## src/rtl/seg7_pkg.sv

```systemverilog
// Shared 7-segment constants, digit decoder function and converter FSM states.
// Latency: none (declarations only).
// Backpressure: not applicable.
package seg7_pkg;

  // Active-low segment fields, bit6=a .. bit0=g
  localparam logic [6:0] SEG_BLANK = 7'b1111111;
  localparam logic [6:0] SEG_DASH  = 7'b1111110;

  typedef enum logic [1:0] {
    ST_IDLE  = 2'd0,
    ST_SHIFT = 2'd1,
    ST_DONE  = 2'd2
  } cvt_state_t;

  // Decimal digit to segment pattern; non-decimal codes show nothing
  function automatic logic [6:0] seg7_digit(input logic [3:0] d);
    logic [6:0] s;
    case (d)
      4'd0:    s = 7'b0000001;
      4'd1:    s = 7'b1001111;
      4'd2:    s = 7'b0010010;
      4'd3:    s = 7'b0000110;
      4'd4:    s = 7'b1001100;
      4'd5:    s = 7'b0100100;
      4'd6:    s = 7'b0100000;
      4'd7:    s = 7'b0001111;
      4'd8:    s = 7'b0000000;
      4'd9:    s = 7'b0000100;
      default: s = SEG_BLANK;
    endcase
    return s;
  endfunction

endpackage

```

## src/rtl/bcd_to_7seg.sv

```systemverilog
// Combinational BCD digit to active-low 7-segment pattern.
// Latency: 0 cycles.
// Backpressure: none, pure combinational.
module bcd_to_7seg
  import seg7_pkg::*;
(
  input  logic [3:0] i_digit,
  output logic [6:0] o_seg
);

  assign o_seg = seg7_digit(i_digit);

endmodule

```

## src/rtl/bin_to_hex_display.sv

```systemverilog
// Binary to NDIG-digit decimal 7-segment driver using an iterative double-dabble engine.
// Latency: done pulses BIN_W+1 cycles after start is sampled.
// Backpressure: start is ignored while a conversion is in flight; no queueing.
module bin_to_hex_display
  import seg7_pkg::*;
#(
  parameter int BIN_W = 14,
  parameter int NDIG  = 4
) (
  input  logic              CLOCK_50,
  input  logic              RESET,
  input  logic              start,
  input  logic [BIN_W-1:0]  bin_in,
  input  logic              blank_lz,
  output logic              busy,
  output logic              done,
  output logic              overflow,
  output logic [NDIG*7-1:0] hex_out
);

  localparam int CNT_W = $clog2(BIN_W + 1);
  localparam int BCD_W = NDIG * 4;
  // Compare one bit wider than the input so the limit itself always fits
  localparam logic [BIN_W:0] OVF_LIM = (BIN_W + 1)'(10 ** NDIG);

  cvt_state_t         r_state;
  cvt_state_t         w_state_nxt;
  logic [BIN_W-1:0]   r_bin;
  logic [BCD_W-1:0]   r_bcd;
  logic [CNT_W-1:0]   r_cnt;
  logic               r_blank;
  logic               r_ovf;
  logic               r_done;
  logic               r_overflow;
  logic [NDIG*7-1:0]  r_hex;
  logic               w_load;
  logic               w_last;
  logic [BCD_W-1:0]   w_adj;
  logic [BCD_W+BIN_W-1:0] w_shift;
  logic [NDIG-1:0]    w_mask;
  logic               w_lead;
  logic [NDIG*7-1:0]  w_seg;
  logic [NDIG*7-1:0]  w_hex_nxt;

  assign busy     = (r_state == ST_SHIFT);
  assign done     = r_done;
  assign overflow = r_overflow;
  assign hex_out  = r_hex;
  assign w_last   = (r_cnt == CNT_W'(BIN_W - 1));

  // State register
  always_ff @(posedge CLOCK_50 or posedge RESET) begin
    if (RESET) r_state <= ST_IDLE;
    else       r_state <= w_state_nxt;
  end

  // Next-state logic: IDLE accepts start, SHIFT runs BIN_W steps, DONE publishes
  always_comb begin
    w_state_nxt = r_state;
    w_load      = 1'b0;
    case (r_state)
      ST_IDLE: begin
        if (start) begin
          w_load      = 1'b1;
          w_state_nxt = ST_SHIFT;
        end
      end
      ST_SHIFT: if (w_last) w_state_nxt = ST_DONE;
      ST_DONE:  w_state_nxt = ST_IDLE;
      default:  w_state_nxt = ST_IDLE;
    endcase
  end

  // Add-3 correction on every BCD digit that would overflow when doubled
  always_comb begin
    w_adj = r_bcd;
    for (int k = 0; k < NDIG; k++) begin
      if (r_bcd[4*k +: 4] >= 4'd5) w_adj[4*k +: 4] = r_bcd[4*k +: 4] + 4'd3;
    end
    w_shift = {w_adj, r_bin} << 1;
  end

  // Leading-zero mask: a digit is blank while it and every digit above it are zero
  always_comb begin
    w_mask = '0;
    w_lead = 1'b1;
    for (int k = NDIG - 1; k >= 1; k--) begin
      w_lead    = w_lead && (r_bcd[4*k +: 4] == 4'd0);
      w_mask[k] = w_lead && r_blank;
    end
  end

  genvar g;
  generate
    for (g = 0; g < NDIG; g++) begin : g_dig
      bcd_to_7seg u_seg (
        .i_digit (r_bcd[4*g +: 4]),
        .o_seg   (w_seg[7*g +: 7])
      );
    end
  endgenerate

  // Final display image: dashes on overflow, else decoded digits with blanking
  always_comb begin
    w_hex_nxt = w_seg;
    for (int k = 0; k < NDIG; k++) begin
      if (r_ovf)          w_hex_nxt[7*k +: 7] = SEG_DASH;
      else if (w_mask[k]) w_hex_nxt[7*k +: 7] = SEG_BLANK;
    end
  end

  // Conversion datapath and output registers
  always_ff @(posedge CLOCK_50 or posedge RESET) begin
    if (RESET) begin
      r_bin      <= '0;
      r_bcd      <= '0;
      r_cnt      <= '0;
      r_blank    <= 1'b0;
      r_ovf      <= 1'b0;
      r_done     <= 1'b0;
      r_overflow <= 1'b0;
      r_hex      <= {NDIG{SEG_BLANK}};
    end else begin
      r_done <= 1'b0;
      if (w_load) begin
        r_bin   <= bin_in;
        r_bcd   <= '0;
        r_cnt   <= '0;
        r_blank <= blank_lz;
        r_ovf   <= ({1'b0, bin_in} >= OVF_LIM);
      end else if (r_state == ST_SHIFT) begin
        r_bcd <= w_shift[BCD_W+BIN_W-1:BIN_W];
        r_bin <= w_shift[BIN_W-1:0];
        r_cnt <= r_cnt + 1'b1;
      end else if (r_state == ST_DONE) begin
        r_hex      <= w_hex_nxt;
        r_overflow <= r_ovf;
        r_done     <= 1'b1;
      end
    end
  end

endmodule
```

## config.mk

```make
export PLATFORM = sky130hd
export DESIGN_NAME = bin_to_hex_display
export DESIGN_NICKNAME = d
export VERILOG_FILES = /design/src/rtl/seg7_pkg.sv /design/src/rtl/bcd_to_7seg.sv /design/src/rtl/bin_to_hex_display.sv
export SDC_FILE = /design/constraint.sdc
export NUM_CORES = 1
export LEC_CHECK = 0
export ABC_CLOCK_PERIOD_IN_PS = 2600
export CAP_MARGIN = 20
export CORE_ASPECT_RATIO = 1.5
export CORE_MARGIN = 10
export CORE_UTILIZATION = 45
export CTS_CLUSTER_DIAMETER = 50
export DETAILED_ROUTE_END_ITERATION = 12
export GPL_TIMING_DRIVEN = 1
export PLACE_DENSITY = 0.66
export SKIP_CTS_REPAIR_TIMING = 1
export SYNTH_ARGS = -nofsm -noshare
export SYNTH_HDL_FRONTEND = slang
export SYNTH_HIERARCHICAL = 1
export SYNTH_SLANG_ARGS = --single-unit
```

## constraint.sdc

```tcl
create_clock -name CLOCK_50 -period 2.6 [get_ports CLOCK_50]
set_input_delay 0.26 -clock CLOCK_50 [delete_from_list [all_inputs] [get_ports CLOCK_50]]
set_output_delay 0.26 -clock CLOCK_50 [all_outputs]
set_load 0.02 [all_outputs]
```

Figure 1. Cell outlines without signal wires (run 1).
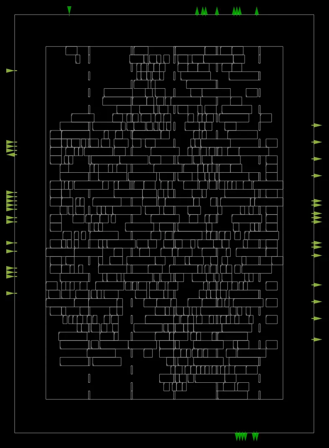
Flops: 68
flip-flop and latch share of the layout cell area: 0.364
total number of tap cells: 110
tally of filler cells in the layout: 809

Figure 2. Metal layers overlaid (run 1).
Scale: 3 px per um. Two of the layers only.
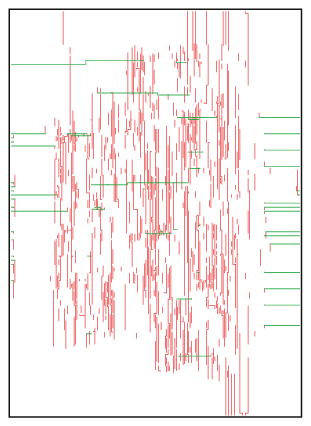
red -> M2  # wire length 4070 um
green -> M3  # wire length 419 um

Figure 3. Pin map (run 1).
Scale: 3 px per um. Pins as bars across the die edge, other pins in gray.
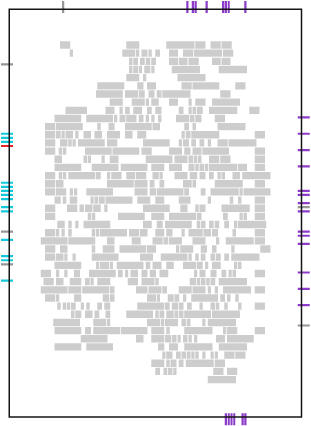
purple -> `hex_out`  # pins 28, direction output, edge 14 right, 8 top, 6 bottom
cyan -> `bin_in`  # pins 14, direction input, edge left
red -> `busy`  # pins 1, direction output, edge left

==> impl_metrics.xml, run 1 <==
<?xml version="1.0" encoding="UTF-8"?>
<metrics>
  <group name="status">
    <metric name="outcome" unit="">finished clean</metric>
  </group>
  <group name="cells_and_area">
    <metric name="bufAreaShareNonClock" unit="">0.113</metric>
    <metric name="layout.area.seq" unit="um2">1740</metric>
    <metric name="largest_register_ffs" unit="">28</metric>
    <metric name="layout_top_cell" unit="">nand2_1</metric>
    <metric name="multi_input_comb_cells" unit="">308</metric>
    <metric name="comb-cell-share" unit="">0.418</metric>
    <metric name="layout_area_overhead" unit="%">19.2</metric>
    <metric name="num_antenna_cells" unit="">0</metric>
    <metric name="layout.clock_buffers" unit="">16</metric>
    <metric name="stdcell_count" unit="">581</metric>
    <metric name="n_all_inverters" unit="">25</metric>
    <metric name="final_core_utilization" unit="">0.543</metric>
  </group>
  <group name="clocking">
    <metric name="numCtsBuffers" unit="">9</metric>
    <metric name="tritoncts" unit="">yes</metric>
  </group>
  <group name="job">
    <metric name="openroad.warnings" unit="">50</metric>
  </group>
  <group name="routing">
    <metric name="route.detailed.vias_per_inst" unit="">5.27</metric>
    <metric name="routed-wl-met3" unit="um">419</metric>
    <metric name="detail_route.wl_per_cell" unit="um">14.2</metric>
    <metric name="wl_met1" unit="mm">3.61</metric>
    <metric name="drt_drc_violations_left" unit="">0</metric>
    <metric name="wl_met2" unit="mm">4.07</metric>
    <metric name="dr_total_vias" unit="">3060</metric>
    <metric name="detail-route-antenna-nets" unit="">0</metric>
  </group>
  <group name="floorplan">
    <metric name="dieWidth" unit="um">97.0</metric>
    <metric name="floorplan.die.height" unit="um">135</metric>
  </group>
  <group name="power_and_ir_drop">
    <metric name="cellLeakagePower" unit="nW">2.12</metric>
    <metric name="switching_power" unit="mW">2.30</metric>
    <metric name="power.combinational.fraction" unit="">0.455</metric>
    <metric name="seq_power_share" unit="">0.356</metric>
    <metric name="clk-power" unit="mW">1.08</metric>
    <metric name="maxPowerGroup" unit="">combinational cells</metric>
    <metric name="power" unit="mW">5.74</metric>
  </group>
  <group name="timing">
    <metric name="holdWs" unit="ns">0.305</metric>
    <metric name="hold_viol_final" unit="">0</metric>
  </group>
  <group name="synthesis">
    <metric name="synth_top_flop_cell" unit="">dfrtp_1</metric>
    <metric name="syn_area" unit="um2">4000</metric>
    <metric name="post_synth_mux_area_share" unit="">0.0128</metric>
    <metric name="synth.logic.top_family" unit="">AND-OR/OR-AND gates</metric>
    <metric name="synth_xor_xnor_area_share" unit="">0.0175</metric>
    <metric name="synth.top_cells.by_count" unit="">72 x nand2_1, 49 x o21ai_0, 40 x dfrtp_1</metric>
    <metric name="ys_area" unit="um2">4000</metric>
    <metric name="yosys_stat_cell_total" unit="">423</metric>
  </group>
  <group name="place">
    <metric name="dpl_worst_slack" unit="ns">0.779</metric>
    <metric name="place.port_buffers" unit="">48</metric>
    <metric name="place.detailed.hpwl" unit="mm">6.09</metric>
  </group>
  <group name="critical_path">
    <metric name="crit_path_end_kind" unit="">output port</metric>
    <metric name="critPathKind" unit="">reg2out</metric>
    <metric name="timing.rr.start" unit="">r_bcd[9]</metric>
    <metric name="setup.reg_to_reg.worst_slack" unit="ns">0.80</metric>
    <metric name="worst_r2r_path_depth" unit="">5</metric>
    <metric name="crit_end" unit="">busy</metric>
    <metric name="crit_path_start_kind" unit="">flip-flop</metric>
    <metric name="cpPeakStageDelay" unit="ns">0.66</metric>
    <metric name="critical_path.top_delay_family" unit="">buffers and inverters</metric>
    <metric name="crit_slowest_cell" unit="">clkdlybuf4s50_1</metric>
  </group>
  <group name="grt">
    <metric name="grt_first_pass_wirelength" unit="mm">14.1</metric>
    <metric name="grt.met3_usage" unit="">0.0373</metric>
    <metric name="grt_pass1_vias" unit="">2993</metric>
  </group>
</metrics>
==> run 1 -> run 2 <==
--- a/config.mk
+++ b/config.mk
@@ -5,7 +5,7 @@
 export SDC_FILE = /design/constraint.sdc
 export NUM_CORES = 1
 export LEC_CHECK = 0
-export ABC_CLOCK_PERIOD_IN_PS = 2600
+export ABC_CLOCK_PERIOD_IN_PS = 1750
 export CAP_MARGIN = 20
 export CORE_ASPECT_RATIO = 1.5
 export CORE_MARGIN = 10
@@ -13,7 +13,7 @@
 export CTS_CLUSTER_DIAMETER = 50
 export DETAILED_ROUTE_END_ITERATION = 12
 export GPL_TIMING_DRIVEN = 1
-export PLACE_DENSITY = 0.66
+export PLACE_DENSITY = 0.68
 export SKIP_CTS_REPAIR_TIMING = 1
 export SYNTH_ARGS = -nofsm -noshare
 export SYNTH_HDL_FRONTEND = slang
==> constraint.sdc (replaced) <==
create_clock -name CLOCK_50 -period 1.75 [get_ports CLOCK_50]
set_input_delay 0.175 -clock CLOCK_50 [delete_from_list [all_inputs] [get_ports CLOCK_50]]
set_output_delay 0.175 -clock CLOCK_50 [all_outputs]
set_load 0.02 [all_outputs]
==> run 2 against run 1 <==
Sequential power increased by about 40%. Non-clock buffer count increased by 21. Final cell count up 3.6%. Die size unchanged. Combinational power up 68%. Sequential share of layout area shrank 1.9 points. Worst hold slack got worse by 0.13 ns. Global-route usage up 0.13 points. Synthesized cell count is the same. Largest cell class unchanged.
==> impl_metrics.xml, run 2 <==
<?xml version="1.0" encoding="UTF-8"?>
<metrics>
  <group name="cells_and_area">
    <metric name="seq-cell-share" unit="">0.346</metric>
    <metric name="final_core_utilization" unit="">0.574</metric>
    <metric name="number_of_ordinary_and_repair_buffers_in_the_finished_layout" unit="">75</metric>
    <metric name="layout_top_cell" unit="">nand2_1</metric>
    <metric name="flop-count" unit="">68</metric>
    <metric name="layout.area.seq" unit="um2">1740</metric>
    <metric name="comb-cell-share" unit="">0.398</metric>
    <metric name="largest_register_ffs" unit="">28</metric>
    <metric name="fill_cells" unit="">773</metric>
    <metric name="num_antenna_cells" unit="">0</metric>
    <metric name="n_all_inverters" unit="">25</metric>
    <metric name="layout_area_overhead" unit="%">25.9</metric>
    <metric name="stdcell_count" unit="">602</metric>
    <metric name="bufAreaShareNonClock" unit="">0.141</metric>
  </group>
  <group name="synthesis">
    <metric name="syn_area" unit="um2">4000</metric>
    <metric name="synth.logic.top_family" unit="">AND-OR/OR-AND gates</metric>
    <metric name="synth.top_cells.by_count" unit="">72 x nand2_1, 49 x o21ai_0, 40 x dfrtp_1</metric>
    <metric name="synth_top_flop_cell" unit="">dfrtp_1</metric>
    <metric name="post_synth_edffs" unit="">0</metric>
    <metric name="post_synth_mux_area_share" unit="">0.0128</metric>
    <metric name="synth_xor_xnor_area_share" unit="">0.0175</metric>
    <metric name="ys_area" unit="um2">4000</metric>
    <metric name="post-synth-top-area-cell" unit="">dfrtp_1</metric>
    <metric name="yosys_stat_cell_total" unit="">423</metric>
  </group>
  <group name="critical_path">
    <metric name="critical_path.top_delay_family" unit="">buffers and inverters</metric>
    <metric name="worst_r2r_path_depth" unit="">7</metric>
    <metric name="crit_path_start_kind" unit="">flip-flop</metric>
    <metric name="crit_path_end_kind" unit="">output port</metric>
    <metric name="crit_slowest_cell" unit="">clkdlybuf4s50_1</metric>
    <metric name="crit_end" unit="">hex_out[6]</metric>
    <metric name="cpPeakStageDelay" unit="ns">0.61</metric>
    <metric name="critPathKind" unit="">reg2out</metric>
    <metric name="setup.reg_to_reg.worst_slack" unit="ns">0.16</metric>
  </group>
  <group name="routing">
    <metric name="detail-route-antenna-nets" unit="">0</metric>
    <metric name="route.detailed.vias_per_inst" unit="">5.24</metric>
    <metric name="wl_met1" unit="mm">3.41</metric>
    <metric name="drt_drc_violations_left" unit="">0</metric>
    <metric name="routed-wl-met3" unit="um">430</metric>
    <metric name="detail_route.wl_per_cell" unit="um">14.0</metric>
    <metric name="wl_met2" unit="mm">4.48</metric>
  </group>
  <group name="floorplan">
    <metric name="nWellTaps" unit="">110</metric>
    <metric name="floorplan.die.height" unit="um">135</metric>
  </group>
  <group name="clocking">
    <metric name="numCtsBuffers" unit="">9</metric>
    <metric name="tritoncts" unit="">yes</metric>
  </group>
  <group name="timing">
    <metric name="hold_viol_final" unit="">0</metric>
    <metric name="holdWs" unit="ns">0.170</metric>
  </group>
  <group name="place">
    <metric name="placedCellCount" unit="">586</metric>
    <metric name="placed_area" unit="um2">4680</metric>
    <metric name="dpl_worst_slack" unit="ns">0.0390</metric>
    <metric name="place.detailed.hpwl" unit="mm">6.30</metric>
    <metric name="place.port_buffers" unit="">48</metric>
  </group>
  <group name="power_and_ir_drop">
    <metric name="maxPowerGroup" unit="">combinational cells</metric>
    <metric name="switching_power" unit="mW">3.53</metric>
    <metric name="power" unit="mW">9.29</metric>
    <metric name="cellLeakagePower" unit="nW">2.25</metric>
    <metric name="power.combinational.fraction" unit="">0.471</metric>
    <metric name="clk-power" unit="mW">2.05</metric>
    <metric name="seq_power_share" unit="">0.308</metric>
  </group>
  <group name="job">
    <metric name="openroad.warnings" unit="">50</metric>
  </group>
  <group name="grt">
    <metric name="grt_pass1_vias" unit="">3130</metric>
    <metric name="grt_first_pass_wirelength" unit="mm">14.4</metric>
    <metric name="grt.met3_usage" unit="">0.0358</metric>
  </group>
  <group name="status">
    <metric name="outcome" unit="">finished clean</metric>
  </group>
</metrics>
Figure 4. Pin map (run 2).
Scale: 3 px per um. Pins as bars across the die edge, other pins in gray.
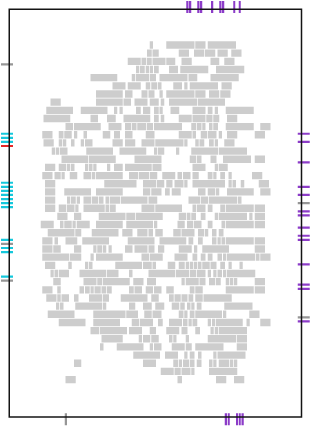
purple -> `hex_out`  # pins 28, direction output, edge 14 right, 9 top, 5 bottom
red -> `busy`  # pins 1, direction output, edge left
cyan -> `bin_in`  # pins 14, direction input, edge left
all pins by edge = 18 left, 16 right, 9 top, 6 bottom

Figure 5. Metal layers overlaid (run 2).
Scale: 3 px per um. Two of the layers only.
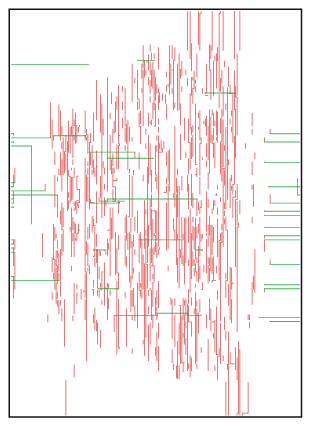
red -> M2  # wire length 4480 um
green -> M3  # wire length 431 um

Figure 6. Wires at chosen ports, followed through buffers (run 2).
Scale: 2 px per um.
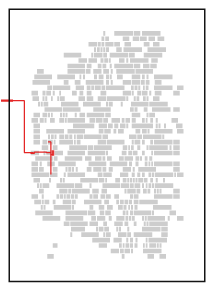
red -> `busy`  # direction output, edge left, end cells 1, buffers 1, wire 67.0 um

Power is estimated from default activity; no workload was simulated.
